Figure 1. Gate families picked out (run 1).
Scale bar: 20 um.
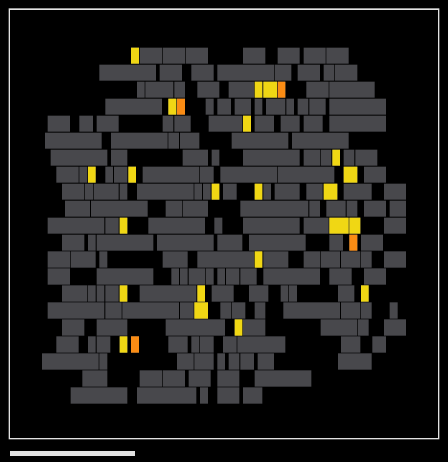
Figure 2. Placed cells, one colour a class (run 1).
Scale bar: 20 um. Fill, decap, tap and diode cells in grey.
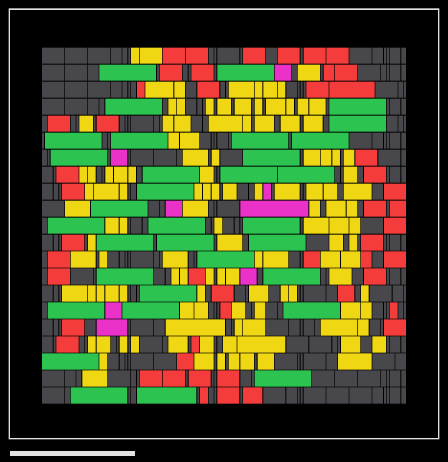
Figure 3. Cell placement (run 1).
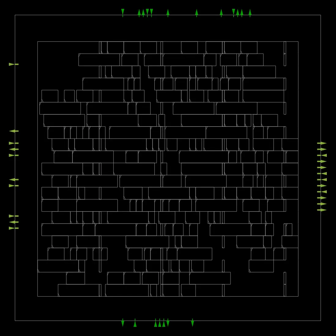
==> config.mk <==
export PLATFORM = sky130hd
export DESIGN_NAME = alu_flag_stage
export DESIGN_NICKNAME = d
export VERILOG_FILES = /design/src/rtl/alu_pkg.sv /design/src/rtl/alu_cond_eval.sv /design/src/rtl/alu_flag_stage.sv
export SDC_FILE = /design/constraint.sdc
export NUM_CORES = 1
export LEC_CHECK = 0
export CAP_MARGIN = 20
export CORE_MARGIN = 5
export CORE_UTILIZATION = 49
export CTS_CLUSTER_DIAMETER = 120
export DETAILED_ROUTE_END_ITERATION = 8
export GPL_TIMING_DRIVEN = 0
export HOLD_SLACK_MARGIN = 0.08
export PLACE_DENSITY = 0.79
export SLEW_MARGIN = 25
export SYNTH_ARGS = -nofsm -noshare
export SYNTH_HDL_FRONTEND = slang
export SYNTH_HIERARCHICAL = 1
export SYNTH_SLANG_ARGS = --single-unit
==> constraint.sdc <==
create_clock -name clk -period 2.1 [get_ports clk]
set_clock_uncertainty 0.05 [all_clocks]
set_input_delay 0.42 -clock clk [delete_from_list [all_inputs] [get_ports clk]]
set_output_delay 0.42 -clock clk [all_outputs]
set_load 0.005 [all_outputs]
==> src/rtl/alu_pkg.sv <==
// ---------------------------------------------------------------------------
// alu_pkg
//   Shared types for the ALU output/flags logic.
//   flags_t      : packed {n,z,c,v} condition flags.
//   cond_e       : 4-bit ARM-style condition code (EQ..NV).
//   skid_state_e : occupancy of the 2-entry output skid buffer.
//   FLAG_*       : bit positions of each flag in a raw 4-bit {N,Z,C,V} vector.
// ---------------------------------------------------------------------------
package alu_pkg;

   localparam int FLAG_N = 3;
   localparam int FLAG_Z = 2;
   localparam int FLAG_C = 1;
   localparam int FLAG_V = 0;

   typedef struct packed {
      logic n;
      logic z;
      logic c;
      logic v;
   } flags_t;

   typedef enum logic [3:0] {
      COND_EQ = 4'h0,
      COND_NE = 4'h1,
      COND_CS = 4'h2,
      COND_CC = 4'h3,
      COND_MI = 4'h4,
      COND_PL = 4'h5,
      COND_VS = 4'h6,
      COND_VC = 4'h7,
      COND_HI = 4'h8,
      COND_LS = 4'h9,
      COND_GE = 4'hA,
      COND_LT = 4'hB,
      COND_GT = 4'hC,
      COND_LE = 4'hD,
      COND_AL = 4'hE,
      COND_NV = 4'hF
   } cond_e;

   typedef enum logic [1:0] {
      ST_EMPTY = 2'd0,
      ST_ONE   = 2'd1,
      ST_FULL  = 2'd2
   } skid_state_e;

endpackage

==> src/rtl/alu_cond_eval.sv <==
// ---------------------------------------------------------------------------
// alu_cond_eval
//   Pure combinational evaluation of an ARM condition code against NZCV flags.
//   Shared with the branch unit.
//   flags_i : flags to test
//   cond_i  : condition code
//   pass_o  : 1 when the condition holds
// ---------------------------------------------------------------------------
module alu_cond_eval
   import alu_pkg::*;
(
   input  flags_t flags_i,
   input  cond_e  cond_i,
   output logic   pass_o
);

   always_comb begin
      // NOTE: every variable written here gets a default first so no path
      // leaves it unassigned, which would otherwise infer a latch.
      pass_o = 1'b0;
      case (cond_i)
         COND_EQ: pass_o = flags_i.z;
         COND_NE: pass_o = !flags_i.z;
         COND_CS: pass_o = flags_i.c;
         COND_CC: pass_o = !flags_i.c;
         COND_MI: pass_o = flags_i.n;
         COND_PL: pass_o = !flags_i.n;
         COND_VS: pass_o = flags_i.v;
         COND_VC: pass_o = !flags_i.v;
         COND_HI: pass_o = flags_i.c && !flags_i.z;
         COND_LS: pass_o = !flags_i.c || flags_i.z;
         COND_GE: pass_o = (flags_i.n == flags_i.v);
         COND_LT: pass_o = (flags_i.n != flags_i.v);
         COND_GT: pass_o = !flags_i.z && (flags_i.n == flags_i.v);
         COND_LE: pass_o = flags_i.z || (flags_i.n != flags_i.v);
         COND_AL: pass_o = 1'b1;
         COND_NV: pass_o = 1'b0;
         default: pass_o = 1'b0;
      endcase
   end

endmodule

==> src/rtl/alu_flag_stage.sv <==
// ---------------------------------------------------------------------------
// alu_flag_stage
//   Registered output stage behind the adder/ALU. Result beats (sum + NZCV +
//   set) pass through a 2-entry valid/ready skid buffer; a retiring beat with
//   set=1 commits its flags to the architectural NZCV register and, if V=1,
//   bumps a saturating overflow counter. A condition code is evaluated
//   against the architectural flags.
//   Ports:
//     clk, rst_n                  clock, async active-low reset
//     in_valid/in_ready           upstream handshake (in_ready is registered)
//     in_sum/in_flags/in_set      upstream beat payload
//     out_valid/out_ready         downstream handshake
//     out_sum/out_flags           head beat payload
//     flags_q                     architectural NZCV register
//     cond_sel/cond_pass          condition code and its result on flags_q
//     ovf_clr/ovf_cnt             overflow counter clear and value
// ---------------------------------------------------------------------------
module alu_flag_stage
   import alu_pkg::*;
#(
   parameter int WIDTH = 4,
   parameter int CNT_W = 8
) (
   input  logic             clk,
   input  logic             rst_n,
   input  logic             in_valid,
   output logic             in_ready,
   input  logic [WIDTH-1:0] in_sum,
   input  logic [3:0]       in_flags,
   input  logic             in_set,
   output logic             out_valid,
   input  logic             out_ready,
   output logic [WIDTH-1:0] out_sum,
   output logic [3:0]       out_flags,
   output logic [3:0]       flags_q,
   input  logic [3:0]       cond_sel,
   output logic             cond_pass,
   input  logic             ovf_clr,
   output logic [CNT_W-1:0] ovf_cnt
);

   skid_state_e      state_q, state_d;
   logic             in_ready_q, in_ready_d;

   logic [WIDTH-1:0] head_sum_q, head_sum_d;
   flags_t           head_flags_q, head_flags_d;
   logic             head_set_q, head_set_d;

   logic [WIDTH-1:0] skid_sum_q, skid_sum_d;
   flags_t           skid_flags_q, skid_flags_d;
   logic             skid_set_q, skid_set_d;

   flags_t           arch_flags_q, arch_flags_d;
   logic [CNT_W-1:0] ovf_cnt_q, ovf_cnt_d;

   flags_t           in_flags_s;
   logic             accept, retire, ovf_inc;

   assign in_flags_s = '{n: in_flags[FLAG_N], z: in_flags[FLAG_Z],
                         c: in_flags[FLAG_C], v: in_flags[FLAG_V]};

   assign out_valid = (state_q != ST_EMPTY);
   assign accept    = in_valid && in_ready_q;
   assign retire    = out_valid && out_ready;

   // Skid buffer: head holds the oldest beat; skid only fills when the head
   // is stalled, so in_ready can be a flop instead of a path from out_ready.
   always_comb begin
      state_d      = state_q;
      head_sum_d   = head_sum_q;
      head_flags_d = head_flags_q;
      head_set_d   = head_set_q;
      skid_sum_d   = skid_sum_q;
      skid_flags_d = skid_flags_q;
      skid_set_d   = skid_set_q;
      case (state_q)
         ST_EMPTY: begin
            if (accept) begin
               state_d      = ST_ONE;
               head_sum_d   = in_sum;
               head_flags_d = in_flags_s;
               head_set_d   = in_set;
            end
         end
         ST_ONE: begin
            if (accept && retire) begin
               head_sum_d   = in_sum;
               head_flags_d = in_flags_s;
               head_set_d   = in_set;
            end else if (accept) begin
               state_d      = ST_FULL;
               skid_sum_d   = in_sum;
               skid_flags_d = in_flags_s;
               skid_set_d   = in_set;
            end else if (retire) begin
               state_d = ST_EMPTY;
            end
         end
         ST_FULL: begin
            if (retire) begin
               state_d      = ST_ONE;
               head_sum_d   = skid_sum_q;
               head_flags_d = skid_flags_q;
               head_set_d   = skid_set_q;
            end
         end
         default: state_d = ST_EMPTY;
      endcase
      in_ready_d = (state_d != ST_FULL);
   end

   // Architectural flags and overflow counter move only on retire, never on
   // accept; a clear in the same cycle as an increment wins.
   assign ovf_inc = retire && head_set_q && head_flags_q.v;

   always_comb begin
      arch_flags_d = arch_flags_q;
      if (retire && head_set_q) begin
         arch_flags_d = head_flags_q;
      end
      ovf_cnt_d = ovf_cnt_q;
      if (ovf_clr) begin
         ovf_cnt_d = '0;
      end else if (ovf_inc && !(&ovf_cnt_q)) begin
         ovf_cnt_d = ovf_cnt_q + CNT_W'(1);
      end
   end

   // NOTE: the payload registers are reset too, because out_sum/out_flags
   // must read zero out of reset rather than X.
   always_ff @(posedge clk or negedge rst_n) begin
      if (!rst_n) begin
         state_q      <= ST_EMPTY;
         in_ready_q   <= 1'b1;
         head_sum_q   <= '0;
         head_flags_q <= '0;
         head_set_q   <= 1'b0;
         skid_sum_q   <= '0;
         skid_flags_q <= '0;
         skid_set_q   <= 1'b0;
         arch_flags_q <= '0;
         ovf_cnt_q    <= '0;
      end else begin
         // NOTE: non-blocking assignments so every register samples the
         // pre-edge values regardless of statement order.
         state_q      <= state_d;
         in_ready_q   <= in_ready_d;
         head_sum_q   <= head_sum_d;
         head_flags_q <= head_flags_d;
         head_set_q   <= head_set_d;
         skid_sum_q   <= skid_sum_d;
         skid_flags_q <= skid_flags_d;
         skid_set_q   <= skid_set_d;
         arch_flags_q <= arch_flags_d;
         ovf_cnt_q    <= ovf_cnt_d;
      end
   end

   alu_cond_eval u_cond_eval (
      .flags_i (arch_flags_q),
      .cond_i  (cond_e'(cond_sel)),
      .pass_o  (cond_pass)
   );

   assign in_ready  = in_ready_q;
   assign out_sum   = head_sum_q;
   assign out_flags = head_flags_q;
   assign flags_q   = arch_flags_q;
   assign ovf_cnt   = ovf_cnt_q;

endmodule

==> results.txt, run 1 <==
Total grt overflow: 0
Layout Cell Area excl Fill: 0.002245 mm2
CP Data Required Time: 1.63 ns
Cts repair resizes: 9
Int Pwr: 0.001739 W
RSZ-0062 raised after global routing: yes
Vias in the first global route: 1409
Setup CP Type: flop to output port
Cell taking the most area after synthesis: dfrtp_1
Synth flops: 33
Filler Cell Count: 275
H-Tree Level Count: 2
Clk network pwr share: 19.4%
Stage-log warning count: 28
MUX area fraction: 10.51%
FF-to-FF path depth: 5
DP HPWL: 2788 um
CTS sink cnt: 33
Main logic family: simple AND/OR/NAND/NOR gates
Yosys xor share: 3.654%
Via Count: 1378
Drt wl/cell: 14.70 um
Area contributors post-synth: dfrtp_1, mux2_2, nand2_1
Initial detailed-routing violation count: 79
Clock transition at the registers of the reported paths: 0.10 ns
Hold_buf cts: 1
Seq power: 0.00107 W
Top sig layer: met4
Placed Area: 0.002121 mm2
Net Count, Synth: 181
Cell Type Count: 43
First-pass GRT wire length: 6444 um
Setup WS pre-CTS: -0.4470 ns
Ao+oa area frac: 14.99%
Crit start category: flop
CTS Root Cell: clkbuf_4
Status: finished with violations
RR Endpoint: ovf_cnt[5]
Violations in the final reports: negative setup slack
Area of the die: 0.004694 mm2
Avg Cell Area, Syn: 10.36 um2
Crit. End Element: output port
Clock Path Buffers: 2
Sequential cell area fraction in the yosys report: 49.29%
Psw: 0.0008153 W
PnR worst setup slack: -0.1560 ns
Final setup vio count: 1
YS warnings: 6
Max_cap viols: 0
Flip-flops with a built-in enable: 0
Flop area: 827.0 um2
Switch share: 31.92%
Comb gates: 117
Share of post-route cells with drive strength above 1: 20.38%
Logic share of the area: 36.23%
And+or+nand+nor area frac: 17.38%
Yosys synthesis chip area: 0.001678 mm2
Worst Setup SP: flags_q[0]
Final min period: 2.256 ns
Most frequent cells in the layout: clkdlybuf4s50_1, dfrtp_1, nand2_1
Antenna violations before repair: 0
Non-clock buffering overhead: 19.90%
CP Max Fanout: 3
GP Congestion: 0.8060
Fmax: 443.3 MHz
Largest net degree at the start of global routing: 29
Clock buffer cells: 7
Die height: 68.52 um
Leading cell kind: sequential cells
Syn Inst Count: 162
HP Class: primary input to async pin
Least-Margin Pin Slew: 0.4870 ns
Combinational Area: 813.3 um2
Leakage: 0.9285 nW
Sequential share of power: 42.0%
Ports: 41
GRT Resource Usage Total: 19.11%
Met2 WL: 1877 um
Most used logic cell in the final layout: clkdlybuf4s50_1
N_diodes: 0
CTS tree: yes
Adder Area Share: 0.7457%
Clock group: 0.000495 W
CTS Buf Count: 5
Critical path arrival: 1.79 ns
Ys cells: 162
Pwr Total: 0.002554 W
Clock-cell share of area: 3.790%
Clock Latency Late Sink: 0.34 ns
Drt pass-1 iters: 4
Metal3 WL: 211 um
Nets: 229
Most common cell in the synthesized netlist: dfrtp_1
Fin Setup TNS: -0.1560 ns
Tap cells: 46
Max IR drop VDD: 0.6737 mV
P&R area growth vs syn: 33.78%
Worst Setup EP: cond_pass
Inverters excl. clock: 4
Largest type area fraction: 47.73%
# rows: 21
Vias per std cell: 5.362
R2R Path Start: ovf_cnt[0]
Final wirelength: 3777 um
Final Hold Viols: 0
Buffers excl. clock: 49
FP Util: 50.28%
P per Cell Area: 1138 mW/mm2
Routed Antenna Nets: 0
Slew Viols, Final: 0
Buffers inserted by post-CTS timing repair: 2
Part of the cycle the worst path needs: 107.4%
Synthesized area: 0.001678 mm2
Top Consumer: sequential cells
Die width: 68.52 um
Max_slew headroom: 66.70%
FF-to-FF setup slack: 0.26 ns
Async SR Flop Fraction: 100.0%
Met1 WL: 1601 um
-- Figure 1 (at the start) --
Key: NOR gates = yellow [cells 22, most used nor2_1]; inverters = orange [cells 4, most used inv_1]

-- Figure 2 (at the start) --
Key: other buffers and delay cells = red [cells 49, share of their area 20%]; flip-flops = green [cells 33, share of their area 38%]; clock drivers and dummy loads = magenta [cells 8, share of their area 3.9%]; all other logic = yellow [cells 121, share of their area 38%]
core area: 0.003337 mm2
flop share of the area: 36.85%
Finished Core Util: 67.27%

-- Figure 3 (at the start) --
flop count: 33
Finished Layout Cells: 257

==> run 1: worst max-delay path, cell delays in order (launching register included) <==
cell and delay, ns:
dfrtp_1 0.42, xor2_2 0.20, xor2_1 0.16, a2111oi_2 0.34
a311oi_1 0.08, o22ai_1 0.12, buf_2 0.14
==> run 1: cell families (layout without fill, tap and decap cells) <==
kind of cell | Yosys count | count (layout)
simple gates | 61 | 61
flops | 33 | 33
compound gates | 32 | 32
mux | 16 | 16
buf+inv | 12 | 61
xor+xnor | 7 | 7
fa+ha+maj | 1 | 1
==> run 1: registers in the layout, indices dropped and copies added, names as in the netlist <==
signal        flops
ovf_cnt           8
flags_q           4
out_flags         4
out_sum           4
skid_flags_q      4
skid_sum_q        4
state_q           2
head_set_q        1
in_ready          1
skid_set_q        1
==> run 1: how the worst min path moves through the flow <==
| stage | from | to | slack (ns) |
|---|---|---|---|
| after floorplan | rst_n | flags_q[0] | 0.07 |
| after global placement | skid_sum_q[3] | skid_sum_q[3] | 0.44 |
| after detailed placement | rst_n | ovf_cnt[7] | 0.22 |
| after CTS | rst_n | ovf_cnt[3] | 0.38 |
| after global routing | rst_n | ovf_cnt[1] | 0.37 |
| final | rst_n | ovf_cnt[3] | 0.38 |
==> run 1: layer usage <==
metal,global-route usage [%],vias up
met5,0,-
met4,9.429,0
met3,5.024,10
met2,31.11,45
met1,23.35,658
li1,-,665
==> run 1: per-stage QoR <==
stage | hold WS [ns] | util [%] | instances
6_report | 0.3791 | 67.27 | 257
5_1_grt | 0.3740 | 67.27 | 257
4_1_cts | 0.3809 | 67.27 | 257
3_5_place_dp | 0.2207 | 63.55 | 246
3_3_place_gp | 0.4389 | 63.10 | 245
2_1_floorplan | 0.07441 | - | 162
--- run 2 (diff from run 1) ---
- CORE_UTILIZATION: 49 -> 51
- CTS_BUF_LIST: not set -> sky130_fd_sc_hd__clkbuf_8
- PLACE_DENSITY: 0.79 -> 0.82
- SKIP_LAST_GASP: not set -> 1
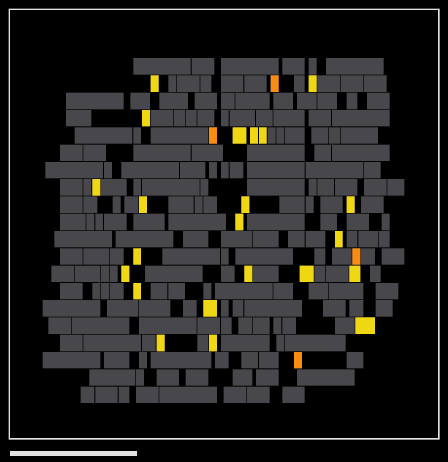
Figure 4: run 2, gate families picked out.
Scale bar: 20 um.
most used logic cell in the final layout: clkdlybuf4s50_1
logic share of the area: 35.60%
Finished Layout Cells: 258

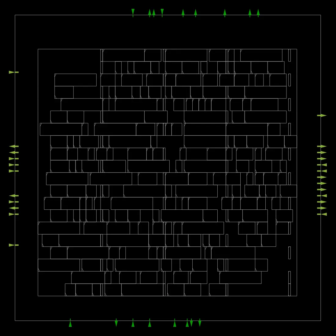
Figure 5: run 2, cell placement.
flop share of the area: 36.54%
# rows: 20
tap cells: 44
Filler Cell Count: 247

==> results.txt, run 2 <==
Avg Cell Area, Syn: 10.36 um2 (unchanged)
Die width: 67.36 um (-1.7%)
Total grt overflow: 0 (unchanged)
Grt peak-use layer: met2
FF-to-FF setup slack: 0.26 ns (about the same)
R2R Path Start: ovf_cnt[0]
CP Max Fanout: 2 (-1)
Leading cell kind: sequential cells
Vias in the first global route: 1440 (+2.2%)
Share of post-route cells with drive strength above 1: 20.09% (-0.29 points)
Clock buffer cells: 6 (-1)
Core area: 0.003103 mm2 (-7.0%)
Status: finished with violations
Crit. End Element: output port
Largest net degree at the start of global routing: 27 (-6.9%)
RR Endpoint: ovf_cnt[5]
CTS tree: yes
Placed cell count: 244 (-0.81%)
Max_cap viols: 0 (unchanged)
Max reg flops: 8 (unchanged)
H-Tree Level Count: 2 (unchanged)
CTS Buf Count: 5 (unchanged)
Least-Margin Pin Slew: 0.5030 ns (+0.01605 ns)
Synthesized area: 0.001678 mm2 (unchanged)
Most frequent cells in the layout: clkdlybuf4s50_1, dfrtp_1, nand2_1
CTS sink cnt: 33 (unchanged)
Clock-cell share of area: 3.980% (+0.19 points)
Fmax: 453.8 MHz (+2.4%)
Die height: 67.36 um (-1.7%)
Hold path endpoint: ovf_cnt[3]
Clock Latency Late Sink: 0.27 ns (-0.07 ns)
Most common cell in the synthesized netlist: dfrtp_1
Net Count, Synth: 181 (unchanged)
Cell Type Count: 43 (unchanged)
Clock Path Buffers: 2 (unchanged)
Met3 global-route usage: 5.990% (+0.97 points)
YS warnings: 6 (unchanged)
Flop count: 33 (unchanged)
PnR worst setup slack: -0.1038 ns (+0.05220 ns)
Buffers excl. clock: 52 (+6.1%)
Leakage: 0.9496 nW (+2.3%)
Combinational Area: 805.8 um2 (-0.92%)
Area contributors post-synth: dfrtp_1, mux2_2, nand2_1
Flip-flops with a built-in enable: 0 (unchanged)
Stage-log warning count: 28 (unchanged)
Async SR Flop Fraction: 100.0% (unchanged)
Nets: 232 (+1.3%)
N_diodes: 0 (unchanged)
Cell taking the most area after synthesis: dfrtp_1
Slew Viols, Final: 0 (unchanged)
Initial detailed-routing violation count: 106 (+34%)
Sequential cell area fraction in the yosys report: 49.29% (unchanged)
Violations in the final reports: negative setup slack
GRT Resource Usage Total: 19.36% (+0.25 points)
Antenna violations before repair: 0 (unchanged)
Critical path arrival: 1.73 ns (-0.06 ns)
Min-delay src: ovf_clr
Final wirelength: 3861 um (+2.2%)
Finished Core Util: 72.94% (+5.7 points)
RSZ-0062 raised after global routing: yes
P&R area growth vs syn: 34.90%
HP Class: primary input to flop
Area of the die: 0.004537 mm2 (-3.4%)
Final setup vio count: 1 (unchanged)
Flop area: 827.0 um2 (unchanged)
Largest type area fraction: 47.73% (unchanged)
Part of the cycle the worst path needs: 104.9% (-2.5 points)
Cts repair resizes: 6 (-3)
Final Hold Viols: 0 (unchanged)
Setup CP Type: flop to output port
Drt wl/cell: 14.97 um (+1.8%)
GP Congestion: 0.7710 (-4.3%)
Ports: 41 (unchanged)
Inverters excl. clock: 4 (unchanged)
Max IR drop VDD: 0.8417 mV (+25%)
Yosys synthesis chip area: 0.001678 mm2 (unchanged)
Worst Setup SP: flags_q[0]
Vias per std cell: 5.473 (+2.1%)
Worst Setup EP: cond_pass
Routed Antenna Nets: 0 (unchanged)
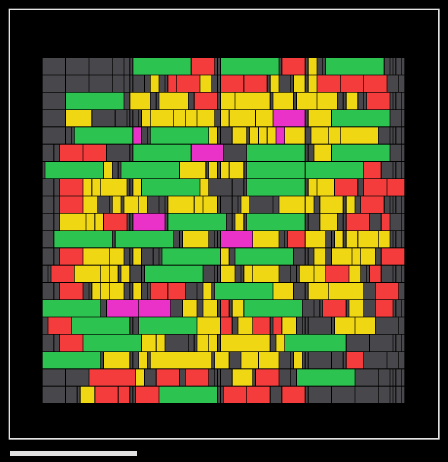
Figure 6: run 2, placed cells, one colour a class.
Scale bar: 20 um. Fill, decap, tap and diode cells in grey.
Key: clock drivers and dummy loads = magenta [cells 8, share of their area 4.1%]; all other logic = yellow [cells 121, share of their area 37%]; flip-flops = green [cells 33, share of their area 37%]; other buffers and delay cells = red [cells 52, share of their area 21%]

## run 2: cell counts after synthesis
No cell type changed its count.
## run 2: through the flow
| step | total power [W] | worst slack [ns] | TNS (ns) | instance area (um2) | hold slack (ns) |
|---|---|---|---|---|---|
| after global placement | 0.001978 | -0.3832 | -3.319 | 2103 | 0.4386 |
| after floorplan | 0.001566 | 0.3097 | 0 | 1678 | 0.07441 |
| after global routing | 0.002775 | -0.2487 | -0.2487 | 2263 | 0.4792 |
| after detailed placement | 0.002046 | -0.4568 | -3.187 | 2118 | 0.2345 |
| final | 0.002595 | -0.1038 | -0.1038 | 2263 | 0.4474 |
| after CTS | 0.002590 | -0.1166 | -0.1166 | 2248 | 0.4466 |
## run 2: kinds of logic (layout without fill, tap and decap cells)
logic type               after synthesis  count (layout)  share of synthesized area [%]
multiplexers                          16              16                          10.51
AND-OR/OR-AND                         32              32                          14.99
buffers and inverters                 12              64                          3.430
adder cells (fa/ha/maj)                1               1                         0.7456
AND/OR/NAND/NOR                       61              61                          17.38
XOR/XNOR                               7               7                          3.654
flip-flops                            33              33                          49.29
## run 2: per-layer routing
| metal | part of all wire [%] | wire length, um | vias to the layer above |
|---|---|---|---|
| met1 | 42 | 1633 | 674 |
| li1 | - | - | 675 |
| met3 | 6.8 | 263 | 10 |
| met4 | 1.7 | 65 | 0 |
| met5 | 0 | 0 | - |
| met2 | 49 | 1899 | 53 |
## run 2: worst max-delay path, cell delays in order (launching register included)
cell and delay [ns]:
dfrtp_1 0.41, xor2_2 0.20, xor2_1 0.18, a2111oi_2 0.32, a311oi_1 0.09, o22ai_1 0.13
buf_2 0.14
## run 2: power by group
part / leakage (nW) / internal (W) / switching [W]
clock network: 0.0538 / 0.000257 / 0.000210
logic: 0.496 / 0.000626 / 0.000430
registers: 0.400 / 0.000874 / 0.000198
--- run 3 (diff from run 2) ---
- CORE_MARGIN: 5 -> not set
- CORE_UTILIZATION: 51 -> 46
- PLACE_DENSITY: 0.82 -> 0.78
- clock period: 2.1 -> 1.9 ns (I/O delays scaled with it)
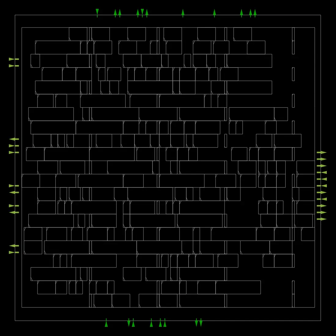
Figure 7: run 3, cell placement.
core area: 0.003416 mm2
Finished Core Util: 65.53%

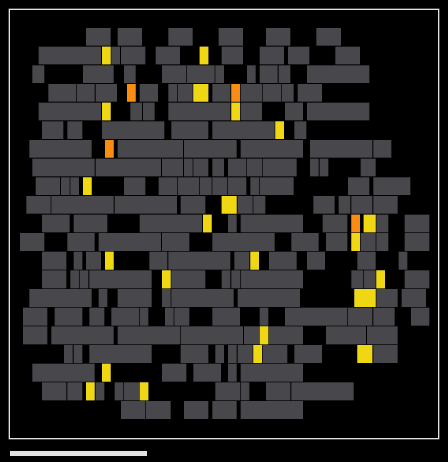
Figure 8: run 3, gate families picked out.
Scale bar: 20 um.
Key: inverters = orange [cells 4, most used inv_1]; NOR gates = yellow [cells 22, most used nor2_1, where spread over the die]
logic share of the area: 36.22%

==> results.txt, run 3 <==
CTS Root Cell: clkbuf_8
R2R Path Start: ovf_cnt[0]
Max_cap viols: 0 (unchanged)
GP Congestion: 0.7704 (about the same)
Most common cell in the synthesized netlist: dfrtp_1
YS warnings: 6 (unchanged)
Setup CP Type: flop to output port
Crit. End Element: output port
RR Endpoint: ovf_cnt[5]
Routed Antenna Nets: 0 (unchanged)
Synthesized area: 0.001678 mm2 (unchanged)
Least-Margin Pin Slew: 0.7088 ns (+0.2058 ns)
WHS: 0.09917 ns (-0.3483 ns)
Leakage: 0.9398 nW (-1.0%)
Yosys synthesis chip area: 0.001678 mm2 (unchanged)
Share of post-route cells with drive strength above 1: 20.28% (+0.19 points)
P&R area growth vs syn: 33.41%
Nets: 230 (-0.86%)
Stage-log warning count: 28 (unchanged)
N_diodes: 0 (unchanged)
Largest type area fraction: 47.73% (unchanged)
Fin Setup TNS: -0.3059 ns (-0.2021 ns)
Antenna violations before repair: 0 (unchanged)
Net Count, Synth: 181 (unchanged)
Largest net degree at the start of global routing: 34 (+26%)
Layout Cell Area excl Fill: 0.002238 mm2 (-1.1%)
Async SR Flop Fraction: 100.0% (unchanged)
Violations in the final reports: negative setup slack
Flip-flops with a built-in enable: 0 (unchanged)
Vias per std cell: 5.461 (-0.21%)
Most used logic cell in the final layout: clkdlybuf4s50_1
CTS sink cnt: 33 (unchanged)
Setup WS pre-CTS: -0.5485 ns (-0.09165 ns)
# rows: 21 (+5.0%)
Avg Cell Area, Syn: 10.36 um2 (unchanged)
Worst Setup SP: flags_q[0]
Worst Setup EP: cond_pass
Die height: 62.40 um (-7.4%)
Initial detailed-routing violation count: 33 (-69%)
Most frequent cells in the layout: clkdlybuf4s50_1, dfrtp_1, nand2_1
Final setup vio count: 1 (unchanged)
Critical path arrival: 1.78 ns (+0.05 ns)
Via Count: 1409
CTS Buf Count: 5 (unchanged)
H-Tree Level Count: 2 (unchanged)
HP Class: primary input to async pin
Pwr Total: 0.002865 W (+10%)
Max reg flops: 8 (unchanged)
Max_slew headroom: 52.75%
RSZ-0062 raised after global routing: yes
Status: finished with violations
Die width: 62.40 um (-7.4%)
Clock Latency Late Sink: 0.28 ns (about the same)
CTS tree: yes
Placed Area: 0.002101 mm2 (-0.83%)
Max IR drop VDD: 0.8824 mV (+4.8%)
Final Hold Viols: 0 (unchanged)
Placed cell count: 245 (+0.41%)
Finished Layout Cells: 258 (unchanged)
Clock Path Buffers: 2 (unchanged)
Sequential cell area fraction in the yosys report: 49.29% (unchanged)
Vias in the first global route: 1444 (+0.28%)
Cell Type Count: 43 (unchanged)
Part of the cycle the worst path needs: 116.1%
Ports: 41 (unchanged)
PnR worst setup slack: -0.3059 ns (-0.2021 ns)
CP Max Fanout: 2 (unchanged)
Slew Viols, Final: 0 (unchanged)
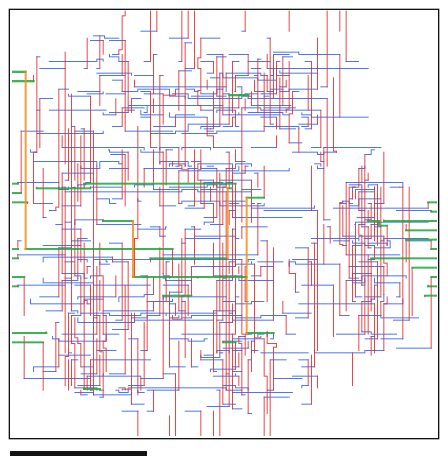
Figure 9: run 3, signal wires by layer.
Scale bar: 20 um.
Key: met4 = orange [wire length 63.9 um]; met3 = green [wire length 161 um]; met2 = red [wire length 1980 um]; met1 = blue [wire length 1530 um]
GRT Resource Usage Total: 20.88%
final wirelength: 3738 um

[run 3: cell counts after synthesis]
No cell type changed its count.
[run 3: final cells by class]
class	instances	area (um2)	share of cell area [%]
inverter	4	15.01	0.6708
timing repair buffer	42	395.4	17.66
buffer	8	42.54	1.901
tap	46	57.56	2.571
clock inverter	2	7.507	0.3354
multi-input combinational	117	810.8	36.22
clock buffer	6	82.58	3.689
sequential	33	827.0	36.95
[run 3: power breakdown]
group          total (W)  switching (W)  leakage (nW)  internal, W
clock network   0.000521       0.000237        0.0538     0.000284
registers        0.00120       0.000229         0.400     0.000966
logic            0.00115       0.000471         0.486     0.000678
total            0.00286       0.000937         0.940      0.00193
[run 3: critical path, stage by stage (launching register included)]
cell and delay [ns]:
dfrtp_1 0.42, xor2_2 0.21, xor2_1 0.23, a2111oi_2 0.10, a311oi_1 0.29, o22ai_1 0.10, buf_2 0.14
[run 3: repair_timing]
item / in CTS / in global routing
endpoints found under the setup margin: 12 / 2
cloned: 0 / 0
pin swaps: 4 / 0
resized: 7 / 2
endpoints found under the hold margin: 0 / 0
setup buffers: 4 / 1
hold buffers: 0 / 0
[run 3: cell families (layout without fill, tap and decap cells)]
group                      count (synthesis)  count (layout)  synth area share, %
and+or+nand+nor                           61              61                17.38
DFF                                       33              33                49.29
AOI/OAI and AO/OA                         32              32                14.99
muxes                                     16              16                10.51
buffers and inverters                     12              62                3.430
xor gates and xnor gates                   7               7                3.654
adders and majority gates                  1               1               0.7456
[run 3: metal layers]
metal	track usage [%]	vias up	wire (um)
li1	-	674	-
met1	22.36	683	1533
met2	39.01	43	1979
met3	4.562	9	161
met4	9.302	0	63
met5	0	-	0

==> gallery <==
Where the registers sit.
Scale bar: 20 um. Other sequential cells in the stronger grey, the rest of the logic in the fainter grey.
Plate I
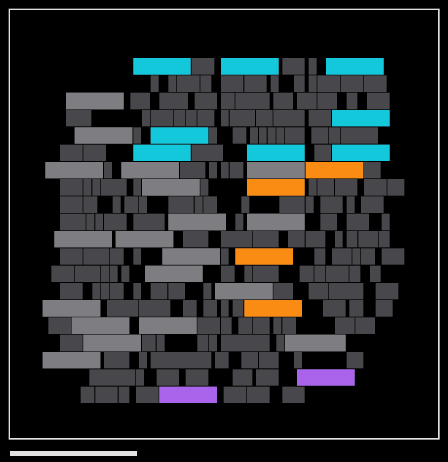
Plate II
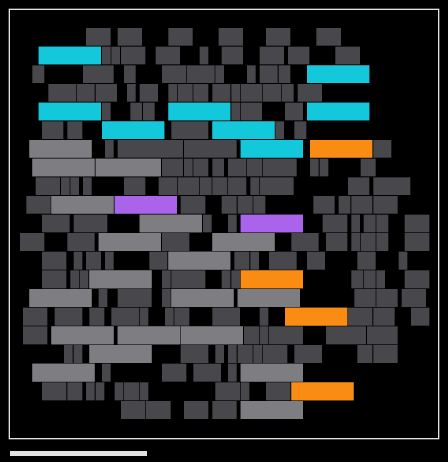
Plate II comes from run 3.
Plate I comes from run 2.
The one with the largest die is Plate I.

No activity file was given, so power comes from the tool's default toggle rates.
